`config.mk`:
```
export PLATFORM = sky130hd
export DESIGN_NAME = pc_gen
export DESIGN_NICKNAME = d
export VERILOG_FILES = /design/src/rtl/pc_gen.sv
export SDC_FILE = /design/constraint.sdc
export NUM_CORES = 1
export LEC_CHECK = 0
export CORE_AREA = 3 3 135 137
export CTS_BUF_LIST = sky130_fd_sc_hd__clkbuf_8 sky130_fd_sc_hd__clkbuf_16
export CTS_CLUSTER_SIZE = 30
export DETAILED_ROUTE_END_ITERATION = 6
export DIE_AREA = 0 0 138 140
export PLACE_DENSITY = 0.79
export RECOVER_POWER = 100
export SLEW_MARGIN = 20
export SYNTH_ARGS = -nofsm -noshare
export SYNTH_HDL_FRONTEND = slang
export SYNTH_SLANG_ARGS = --single-unit
```
`constraint.sdc`:
```
create_clock -name clk -period 4.75 [get_ports clk]
set_input_delay 0.95 -clock clk [delete_from_list [all_inputs] [get_ports clk]]
set_output_delay 0.95 -clock clk [all_outputs]
set_load 0.05 [all_outputs]
```
`src/rtl/pc_gen.sv`:
```
// Program counter generator with a two-state RUN/HALT FSM and a circular
// return-address stack (RAS). next_pc is combinational; pc is registered,
// so a new pc appears one cycle after pc_op is sampled. All pc arithmetic
// wraps modulo 2^WIDTH.
module pc_gen #(
  parameter int unsigned WIDTH     = 32,
  parameter int unsigned STEP      = 4,
  parameter logic [63:0] RESET_VEC = 64'h0000_0000_0000_3000,
  parameter int unsigned RAS_DEPTH = 4
) (
  input  logic                           clk,
  input  logic                           rst_n,
  input  logic                           stall,
  input  logic [2:0]                     pc_op,
  input  logic [25:0]                    imm_j,
  input  logic [15:0]                    imm_i,
  input  logic [WIDTH-1:0]               jr_target,
  input  logic                           resume,
  output logic [WIDTH-1:0]               pc,
  output logic                           halted,
  output logic [$clog2(RAS_DEPTH):0]     ras_count,
  output logic                           ras_overflow,
  output logic                           ras_underflow,
  output logic                           bad_op
);

  localparam int unsigned PW = $clog2(RAS_DEPTH);
  localparam int unsigned CW = PW + 1;
  localparam logic [WIDTH-1:0] RST_PC   = RESET_VEC[WIDTH-1:0];
  localparam logic [WIDTH-1:0] STEP_W   = WIDTH'(STEP);
  localparam logic [CW-1:0]    DEPTH_CW = CW'(RAS_DEPTH);

  localparam logic [2:0] OP_NEXT   = 3'b000;
  localparam logic [2:0] OP_IMM    = 3'b001;
  localparam logic [2:0] OP_OFFSET = 3'b010;
  localparam logic [2:0] OP_HALT   = 3'b011;
  localparam logic [2:0] OP_REG    = 3'b100;
  localparam logic [2:0] OP_CALL   = 3'b101;
  localparam logic [2:0] OP_RET    = 3'b110;

  typedef enum logic {
    ST_RUN  = 1'b0,
    ST_HALT = 1'b1
  } state_t;

  state_t           state_reg, state_next;
  logic [WIDTH-1:0] pc_reg, pc_next;
  logic [CW-1:0]    count_reg, count_next;
  logic [PW-1:0]    wr_ptr_reg, wr_ptr_next;
  logic             ovf_reg, ovf_next;
  logic             unf_reg, unf_next;
  logic             bad_reg, bad_next;
  logic             push, pop;

  // RAS storage: wr_ptr points at the slot the next CALL writes; the top
  // of stack is the slot just below it. Contents need no reset.
  logic [WIDTH-1:0] ras_mem [RAS_DEPTH];

  logic [WIDTH-1:0] pc_step;
  logic [WIDTH-1:0] imm_target;
  logic [WIDTH-1:0] offset_ext;
  logic [WIDTH-1:0] reg_target;
  logic [WIDTH-1:0] ras_top;
  logic [PW-1:0]    top_idx;

  assign pc_step    = pc_reg + STEP_W;
  assign offset_ext = {{(WIDTH-18){imm_i[15]}}, imm_i, 2'b00};
  assign reg_target = {jr_target[WIDTH-1:2], 2'b00};
  assign top_idx    = wr_ptr_reg - PW'(1);
  assign ras_top    = ras_mem[top_idx];

  // J-type target keeps the pc's upper region only when WIDTH exceeds 28.
  generate
    if (WIDTH > 28) begin : g_imm_wide
      assign imm_target = {pc_reg[WIDTH-1:28], imm_j, 2'b00};
    end else begin : g_imm_narrow
      assign imm_target = {imm_j, 2'b00};
    end
  endgenerate

  // Next-state / next-pc decode; stall freezes everything and zeroes pulses.
  always_comb begin
    state_next = state_reg;
    pc_next    = pc_reg;
    bad_next   = bad_reg;
    ovf_next   = 1'b0;
    unf_next   = 1'b0;
    push       = 1'b0;
    pop        = 1'b0;
    if (!stall) begin
      case (state_reg)
        ST_RUN: begin
          case (pc_op)
            OP_NEXT:   pc_next = pc_step;
            OP_IMM:    pc_next = imm_target;
            OP_OFFSET: pc_next = pc_step + offset_ext;
            OP_HALT:   state_next = ST_HALT;
            OP_REG:    pc_next = reg_target;
            OP_CALL: begin
              pc_next  = imm_target;
              push     = 1'b1;
              ovf_next = (count_reg == DEPTH_CW);
            end
            OP_RET: begin
              if (count_reg != '0) begin
                pc_next = ras_top;
                pop     = 1'b1;
              end else begin
                pc_next  = pc_step;
                unf_next = 1'b1;
              end
            end
            default: begin
              pc_next  = pc_step;
              bad_next = 1'b1;
            end
          endcase
        end
        ST_HALT: begin
          if (resume) begin
            pc_next    = pc_step;
            state_next = ST_RUN;
          end
        end
        default: state_next = ST_RUN;
      endcase
    end
  end

  // RAS pointer and occupancy; a full stack keeps its count on CALL.
  always_comb begin
    wr_ptr_next = wr_ptr_reg;
    count_next  = count_reg;
    if (push) begin
      wr_ptr_next = wr_ptr_reg + PW'(1);
      if (count_reg != DEPTH_CW) begin
        count_next = count_reg + CW'(1);
      end
    end else if (pop) begin
      wr_ptr_next = wr_ptr_reg - PW'(1);
      count_next  = count_reg - CW'(1);
    end
  end

  // Control and pc registers with asynchronous active-low reset.
  always_ff @(posedge clk or negedge rst_n) begin
    if (!rst_n) begin
      state_reg  <= ST_RUN;
      pc_reg     <= RST_PC;
      count_reg  <= '0;
      wr_ptr_reg <= '0;
      ovf_reg    <= 1'b0;
      unf_reg    <= 1'b0;
      bad_reg    <= 1'b0;
    end else begin
      state_reg  <= state_next;
      pc_reg     <= pc_next;
      count_reg  <= count_next;
      wr_ptr_reg <= wr_ptr_next;
      ovf_reg    <= ovf_next;
      unf_reg    <= unf_next;
      bad_reg    <= bad_next;
    end
  end

  // Return-address write on CALL; overwrites the oldest slot when full.
  always_ff @(posedge clk) begin
    if (push) begin
      ras_mem[wr_ptr_reg] <= pc_step;
    end
  end

  assign pc            = pc_reg;
  assign halted        = (state_reg == ST_HALT);
  assign ras_count     = count_reg;
  assign ras_overflow  = ovf_reg;
  assign ras_underflow = unf_reg;
  assign bad_op        = bad_reg;

endmodule

```
==> out/qor.txt, run 1 <==
GRT overflow: 0
Power, Total: 6360 uW
Yosys cell count: 806
Clock Sinks: 169
Commonest cells post-synth: edfxtp_1, nand2_1, o21ai_0
GP Congestion: 0.941
First-pass GRT wire length: 42900 microns
Post-Synthesis Cell Area: 9540 sq um
Post-Synthesis Cells: 806
Drt first pass iters: 7
CP startpoint: pc[4]
Log Warnings: 35
Failing checks: DRC, capacitance limit, slew limit
Nets at Floorplan: 927
Status: complete, but fails checks
Main synth FF type: edfxtp_1
Worst-Margin Slew: 2.65 ns
Yosys reg bits: 169
WL/cell: 23.2 microns
Critical Path AT: 4.86 ns
FP Core Util: 55.5%
Pwr/cell area: 555 nW/um^2
Max-slew violation count: 42
Netlist cell types: 78
Total Wirelength: 26900 microns
Max-Cap Viols: 1
Logic family by area: AND-OR/OR-AND gates
Number of enable flip-flop cells: 128
Reg2reg end: pc[31]
Startpoint types: register
Htree depth: 4
Ao+oa area frac: 15.7%
Worst min-delay path class: register to register
DRC: 5
Crit Reg-Reg Startpoint: pc[4]
TritonCTS Buffers: 17
R2R cell count: 17
Fraction of layout cells with a size suffix above 1: 11.3%
Area leader share: 40.3%
R2r setup slk: 0.26 ns
run 1: worst min-delay path by stage:
stage / cells after the start / to / from / slack [ns]
final: 1 / bad_op / bad_op / 0.46
after detailed placement: 1 / bad_op / bad_op / 0.46
after floorplan: 0 / ras_mem[0][0] / pc[0] / 0.50
after global placement: 1 / bad_op / bad_op / 0.45
after CTS: 1 / bad_op / bad_op / 0.47
after global routing: 1 / bad_op / bad_op / 0.48
run 1: area by class of cell:
type                    count  area, sq um  area share, %
flip-flops and latches    169         4870           42.5
clock inverters            14          135           1.18
well taps                 225          282           2.46
repair buffers            146         1340           11.6
multi-input cells         572         4340           37.9
clock buffers              17          425           3.71
inverters                  18         67.6          0.590
run 1: critical path, delay by kind of cell (launching register included):
family	cells	cell delay [ns]
and+or+nand+nor	10	2.14
AOI/OAI and AO/OA	4	1.07
DFF	1	0.48
xor gates and xnor gates	2	0.43
adders and majority gates	1	0.30
run 1: where the power goes:
| part | leakage, uW | switching [uW] | internal (uW) | total, uW |
|---|---|---|---|---|
| Clock | 0.000271 | 609 | 731 | 1340 |
| Combinational | 0.00225 | 1770 | 1160 | 2930 |
| Sequential | 0.00166 | 235 | 1850 | 2090 |
| Total | 0.00418 | 2620 | 3740 | 6360 |
run 1: layer usage:
layer | share of wire, % | track usage (%)
met3 | 8.9 | 5.50
met5 | 0 | 0
met2 | 48 | 46.0
met1 | 41 | 39.4
met4 | 1.6 | 8.48
run 1: cell families after synthesis:
logic type | count (synthesis)
AOI/OAI and AO/OA | 220
xor gates and xnor gates | 53
adders and majority gates | 40
buffers and inverters | 65
DFF | 169
muxes | 34
and+or+nand+nor | 225
run 1: timing repair:
action,in CTS,in global routing
setup endpoints to repair,0,1
resized,0,1
hold buffers,0,0
run 1: stage by stage:
step                hold WS, ns  std cells  setup WS (ns)
floorplan                 0.497        806          0.365
global placement          0.450       1130          0.431
detailed placement        0.458       1130          0.353
CTS                       0.472       1161          0.320
global route              0.476       1161         0.0302
finish                    0.463       1161          0.261
run 1: cell usage in the layout (no fill, tap or decap), types with 3 or more instances in the layout:
cell type and instances:
a211oi_1 6, a21o_1 14, a21oi_1 41, a221oi_1 11
a222oi_1 20, a22oi_1 12, a31oi_1 6, and2_1 6
and3_1 8, and3_2 3, buf_4 15, clkbuf_1 11
clkbuf_16 17, clkbuf_2 4, clkdlybuf4s50_1 75, dfrtp_1 38
dlygate4sd3_1 41, edfxtp_1 128, ha_1 38, inv_1 18
inv_6 6, mux4_2 32, nand2_1 78, nand3_1 30
nand4_1 11, nor2_1 41, nor2b_1 6, nor3_1 18
nor3b_1 3, o211ai_1 5, o21a_1 6, o21ai_0 52
o221ai_1 3, o22ai_1 15, o31ai_1 4, o32ai_1 4
xnor2_1 34, xor2_1 17
Fig. 1: run 1, cell classes on the final placement
Scale bar: 50 microns.
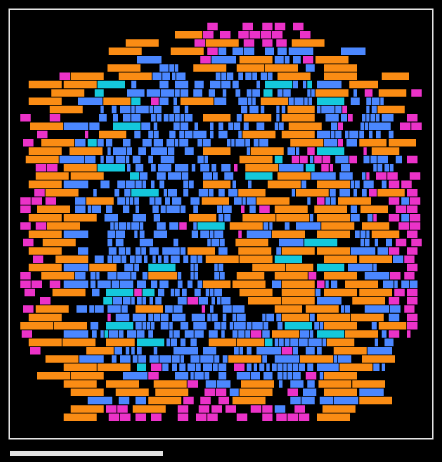
legend:
  cyan:
    class: clock drivers and dummy loads
    cells: 31
  blue:
    class: all other logic
    cells: 590
  magenta:
    class: other buffers and delay cells
    cells: 146
  orange:
    class: flip-flops
    cells: 169
Design Area, Final: 11500 sq um
Rows: 48
core area: 17200 sq um
fraction of area in registers: 42.5%
post-route core utilization: 66.7%

Fig. 2: run 1, floorplan with the power grid
Pins as bars on the die edge. Tap cells in gray.
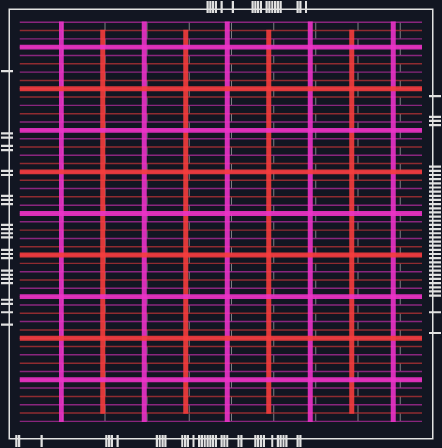
legend:
  magenta:
    net: VSS
  red:
    net: VDD
met4 straps: 9
met5 straps: 9
rows: 48
signal pins: 120
tap cells: 225
Die Ht: 140 microns
maximum vdd ir drop: 0.000323 V
Die X: 138 microns

Fig. 3: run 1, register map, names as in the netlist
Other sequential cells in the stronger gray, the rest of the logic in the fainter gray.
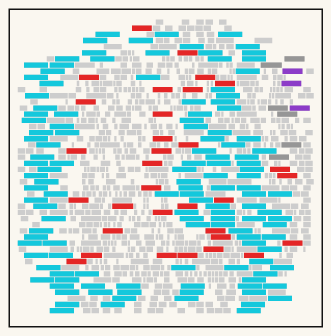
legend:
  purple:
    signal: ras_count
    sequential_cells: 3
  cyan:
    signal: ras_mem
    sequential_cells: 128
    where: widely spread
  red:
    signal: pc
    sequential_cells: 32
not colored: 6
Seq power: 2090 uW
Reg area: 4870 sq um

## Run 2: what changed since run 1
--- a/config.mk
+++ b/config.mk
@@ -12,7 +12,6 @@
 export DIE_AREA = 0 0 138 140
 export PLACE_DENSITY = 0.79
 export RECOVER_POWER = 100
-export SLEW_MARGIN = 20
 export SYNTH_ARGS = -nofsm -noshare
 export SYNTH_HDL_FRONTEND = slang
 export SYNTH_SLANG_ARGS = --single-unit
Fig. 4: run 2, register map, names as in the netlist
Other sequential cells in the stronger gray, the rest of the logic in the fainter gray.
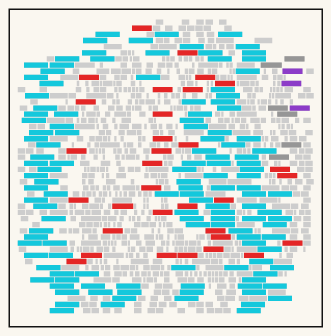

==> out/qor.txt, run 2 <==
GP Congestion: 0.941
Detailed Route Iter0 Violations: 770
Crit path capture type: register
Clock Sinks: 169
I/O Buffers: 117
Dpl ws: 0.353 ns
Diode count: 0
# hold bufs at CTS: 0
Htree depth: 4
Pwr/cell area: 554 nW/um^2
Max-Cap Viols: 1
Initial antenna violation count: 0
GRT overflow: 0
Yosys top cell by area: edfxtp_1
Area leader share: 40.3%
Setup ws final: 0.279 ns
Drt first pass iters: 7
Synth Seq Share: 51.1%
Nets at Floorplan: 927
CP cell instances: and3_1, and4_4, nand2_1, nor2_1, and2_1, nand2_1, xnor2_1, ha_1, a21o_1, or2_0, a211oi_1, nor2_1, a211o_1, a211oi_1, xnor2_1, or4_1, nand3_1
Status: complete, but fails checks
DIE AREA: 19300 sq um
Most instantiated logic cell after routing: edfxtp_1
Detailed Place HPWL: 18500 microns
CP Buf/Inv Count: 0
Setup TNS: 0 ns
Crit path max-delay family: simple AND/OR/NAND/NOR gates
Total Wirelength: 27000 microns
TritonCTS clock tree: done
Via count: 7575
Syn Area/Cell: 11.8 sq um
Placed inst area: 11000 sq um
Post-Synthesis Cell Area: 9540 sq um
Main synth FF type: edfxtp_1
Failing checks: capacitance limit, slew limit
Most frequent cells in the layout: edfxtp_1, nand2_1, clkdlybuf4s50_1
Largest net degree at the start of global routing: 42
Design Area, Final: 11500 sq um
Worst-Margin Slew: 2.64 ns
Log Warnings: 35
Rows: 48
Async S/R FF share, synth: 24.3%
Reg area: 4870 sq um
WL/cell: 23.2 microns
TritonCTS Buffers: 17
Clock skew: 0.00966 ns
DRC: 0
Post-Synthesis Cells: 806
Max Clock Freq: 0.224 GHz
Kind of critical path: register to register
Total Nets Final: 1045
Slew margin rel.: -76.0%
FP Core Util: 55.5%
CP required: 5.12 ns
RSZ-0062 raised after global routing: no
Number of enable flip-flop cells: 128
Core area: 17200 sq um
Critical Path AT: 4.84 ns
DR vias/cell: 6.52
Max-slew violation count: 42
Startpoint types: register
Warnings from Yosys: 0
Die Ht: 140 microns
Clock transition at the registers of the reported paths: 0.07 ns
Yosys reg bits: 169
Fraction of layout cells with a size suffix above 1: 11.3%
Pleak: 0.00418 uW
Worst-path fanout max: 7
Die X: 138 microns
Worst min-delay path class: register to register
Logic area: 4340 sq um
Netlist cell types: 78
Critical path's slowest cell: dfrtp_1
Crit-path max cell delay: 0.48 ns
Commonest cells post-synth: edfxtp_1, nand2_1, o21ai_0
Yosys cell count: 806
Number of global-route vias before repair: 7611
First-pass GRT wire length: 42900 microns
Final min period: 4.47 ns
Fillers: 1314
Fig. 5: run 2, floorplan with the power grid
Pins as bars on the die edge. Tap cells in gray.
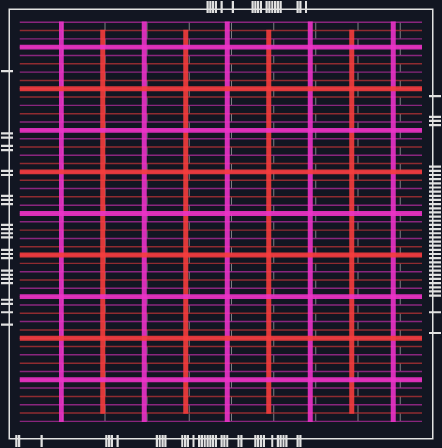
legend:
  red:
    net: VDD
  magenta:
    net: VSS
met5 straps: 9
tap cells: 225
met1 rails: 49
rows: 48
signal pins: 120
maximum vdd ir drop: 0.000323 V

[run 2: worst reg2reg max path, cell delays in order, from the launching register on]
cell	delay, ns
dfrtp_1	0.48
and3_1	0.33
and4_4	0.29
nand2_1	0.12
nor2_1	0.17
and2_1	0.24
nand2_1	0.11
xnor2_1	0.27
ha_1	0.30
a21o_1	0.22
or2_0	0.22
a211oi_1	0.25
nor2_1	0.16
a211o_1	0.33
a211oi_1	0.26
xnor2_1	0.16
or4_1	0.41
nand3_1	0.09
[run 2: cell families (layout without fill, tap and decap cells)]
| family | Yosys count | in the layout | synth area share (%) |
|---|---|---|---|
| multiplexers | 34 | 34 | 7.78 |
| buffers and inverters | 65 | 195 | 3.24 |
| AND-OR/OR-AND | 220 | 220 | 15.7 |
| AND/OR/NAND/NOR | 225 | 225 | 11.8 |
| XOR/XNOR | 53 | 53 | 4.94 |
| adder cells (fa/ha/maj) | 40 | 40 | 5.40 |
| flip-flops | 169 | 169 | 51.1 |
[run 2: routing by layer]
metal	share of wire, %	up-vias	global-route usage (%)	routed length [microns]
li1	-	3391	-	-
met1	41	3704	39.4	11000
met2	48	429	46.0	12900
met3	9.4	51	5.50	2540
met4	1.8	0	8.48	474
met5	0	-	0	0
[run 2: area by class of cell]
type / instances / area share [%]
multi-input combinational: 572 / 37.9
clock buffer: 17 / 3.71
tap: 225 / 2.46
timing repair buffer: 146 / 11.6
clock inverter: 14 / 1.18
inverter: 18 / 0.590
sequential: 169 / 42.5
[run 2: power breakdown]
part	internal [uW]	switching (uW)
clock network	731	611
logic	1160	1770
registers	1850	233
[run 2: worst paths after layout]
check | start | to | slack (ns) | depth (start not counted)
setup / recovery | pc[4] | pc[31] | 0.28 | 17
min in group asynchronous | rst_n | pc[2] | 1.33 | 1
hold reg to reg | bad_op | bad_op | 0.46 | 1
setup reg to reg | pc[4] | pc[31] | 0.28 | 17
hold / removal | bad_op | bad_op | 0.46 | 1
max in group asynchronous | rst_n | wr_ptr_reg[0] | 1.71 | 1
[run 2: stage by stage]
stage	hold slack, ns	total power (uW)	util, %	std cells
2_1_floorplan	0.497	4150	-	806
3_3_place_gp	0.450	5010	64.0	1130
3_5_place_dp	0.458	5060	64.0	1130
4_1_cts	0.472	6400	67.3	1161
5_1_grt	0.476	6710	66.7	1161
6_report	0.462	6350	66.7	1161
[run 2: what timing repair did]
action,CTS,global route
endpoints found under the hold margin,0,0
gates resized,0,1
setup endpoints to repair,0,1
buffers inserted,0,0
## Run 3: what changed since run 2
--- a/config.mk
+++ b/config.mk
@@ -10,6 +10,7 @@
 export CTS_CLUSTER_SIZE = 30
 export DETAILED_ROUTE_END_ITERATION = 6
 export DIE_AREA = 0 0 138 140
+export MAX_ROUTING_LAYER = met4
 export PLACE_DENSITY = 0.79
 export RECOVER_POWER = 100
 export SYNTH_ARGS = -nofsm -noshare
Fig. 6: run 3, floorplan with the power grid
Pins as bars on the die edge. Tap cells in gray.
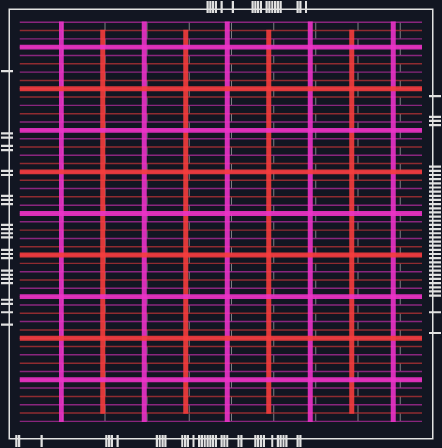
maximum vdd ir drop: 0.000325 V

==> out/qor.txt, run 3 <==
Status: complete, but fails checks
Failing checks: capacitance limit, slew limit
Warnings from Yosys: 0
Final min period: 4.51 ns
Crit path capture type: register
Yosys reg bits: 169
Commonest cells post-synth: edfxtp_1, nand2_1, o21ai_0
Part of the power in registers: 33.6%
Detailed Place HPWL: 18500 microns
Pwr/cell area: 551 nW/um^2
Initial antenna violation count: 0
GRT overflow: 0
CP required: 5.12 ns
CP startpoint: pc[4]
Die Ht: 140 microns
Clock skew: 0.00885 ns
Via count: 7621
Netlist cell types: 78
Worst-Margin Slew: 2.63 ns
Pleak: 0.00420 uW
Worst-path fanout max: 7
Startpoint types: register
Slew margin rel.: -75.5%
Drt first pass iters: 7
WL/cell: 23.6 microns
NetSw: 2620 uW
R2r setup slk: 0.24 ns
Placed cell count: 1132
Max-Cap Viols: 2
Fillers: 1311
Post-CTS resize count: 0
Crit Reg-Reg Startpoint: pc[4]
GP Congestion: 0.935
Core area: 17200 sq um
Yosys top cell by area: edfxtp_1
Die X: 138 microns
Worst min-delay path class: register to register
Max-slew violation count: 75
Logic area: 4360 sq um
Htree depth: 4
Fig. 7: run 3, cell classes on the final placement
Scale bar: 50 microns.
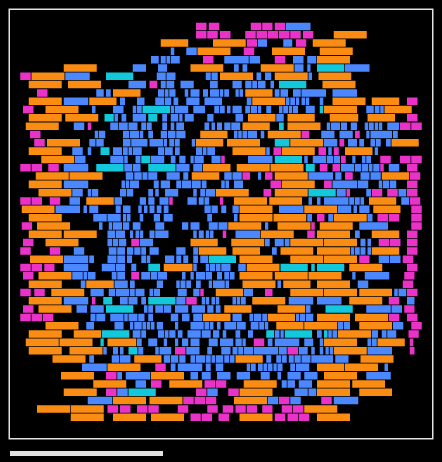
legend:
  magenta:
    class: other buffers and delay cells
    cells: 148
  cyan:
    class: clock drivers and dummy loads
    cells: 32
  orange:
    class: flip-flops
    cells: 169
  blue:
    class: all other logic
    cells: 590
Design Area, Final: 11500 sq um
fraction of area in registers: 42.5%
post-route core utilization: 66.8%

-- run 3: cell counts after synthesis --
Identical to the previous run, type by type.
-- run 3: cell families after synthesis --
group,count (synthesis),synth area share (%)
and+or+nand+nor,225,11.8
AOI/OAI and AO/OA,220,15.7
DFF,169,51.1
buffers and inverters,65,3.24
xor gates and xnor gates,53,4.94
adders and majority gates,40,5.40
muxes,34,7.78
-- run 3: power by group through the flow --
stage	clock [uW]	sequential (uW)	combinational [uW]
floorplan	0	2420	1740
global placement	0	2140	2880
detailed placement	0	2150	2920
CTS	1300	2120	2940
global route	1360	2150	3130
finish	1280	2120	2910
-- run 3: layout make-up --
class / count / area share, %
clock buffer: 18 / 3.83
clock inverter: 14 / 0.873
inverter: 18 / 0.589
multi-input combinational: 572 / 38.0
sequential: 169 / 42.5
tap: 225 / 2.45
timing repair buffer: 148 / 11.7
-- run 3: path summary, 6_finish.rpt --
check / end / cells past startpoint
worst min register to register: bad_op / 1
worst min-delay path: bad_op / 1
max in group asynchronous: wr_ptr_reg[0] / 2
worst max register to register: pc[31] / 16
min in group asynchronous: pc[2] / 2
worst max-delay path: pc[31] / 16
-- run 3: layer usage --
metal	routed length, microns	global-route usage (%)
met4	646	9.78
met2	12900	45.9
met1	11200	40.3
met3	2760	5.63
met5	0	-
-- run 3: per-stage QoR --
stage,hold WS (ns),total power [uW],cell area [sq um],worst slack (ns)
3_3_place_gp,0.452,5020,11000,0.470
2_1_floorplan,0.497,4150,9540,0.365
5_1_grt,0.501,6630,11500,0.0344
3_5_place_dp,0.463,5070,11000,0.317
4_1_cts,0.475,6360,11600,0.267
6_report,0.465,6320,11500,0.238
-- run 3: worst max-delay path: stages, from the launching register on --
cell and delay (ns):
dfrtp_1 0.47, and3_2 0.30, and4_4 0.27, nand2_1 0.12, nor2_1 0.18, and2_1 0.24, nand3_1 0.12, xnor2_1 0.55
ha_1 0.36, and3_1 0.20, nor3b_1 0.15, and3_1 0.18, a211o_1 0.34, a211oi_1 0.27, xnor2_1 0.17, or4_1 0.42
nand3_1 0.09
Power figures rest on the tool's default switching activity, not on a simulated workload.
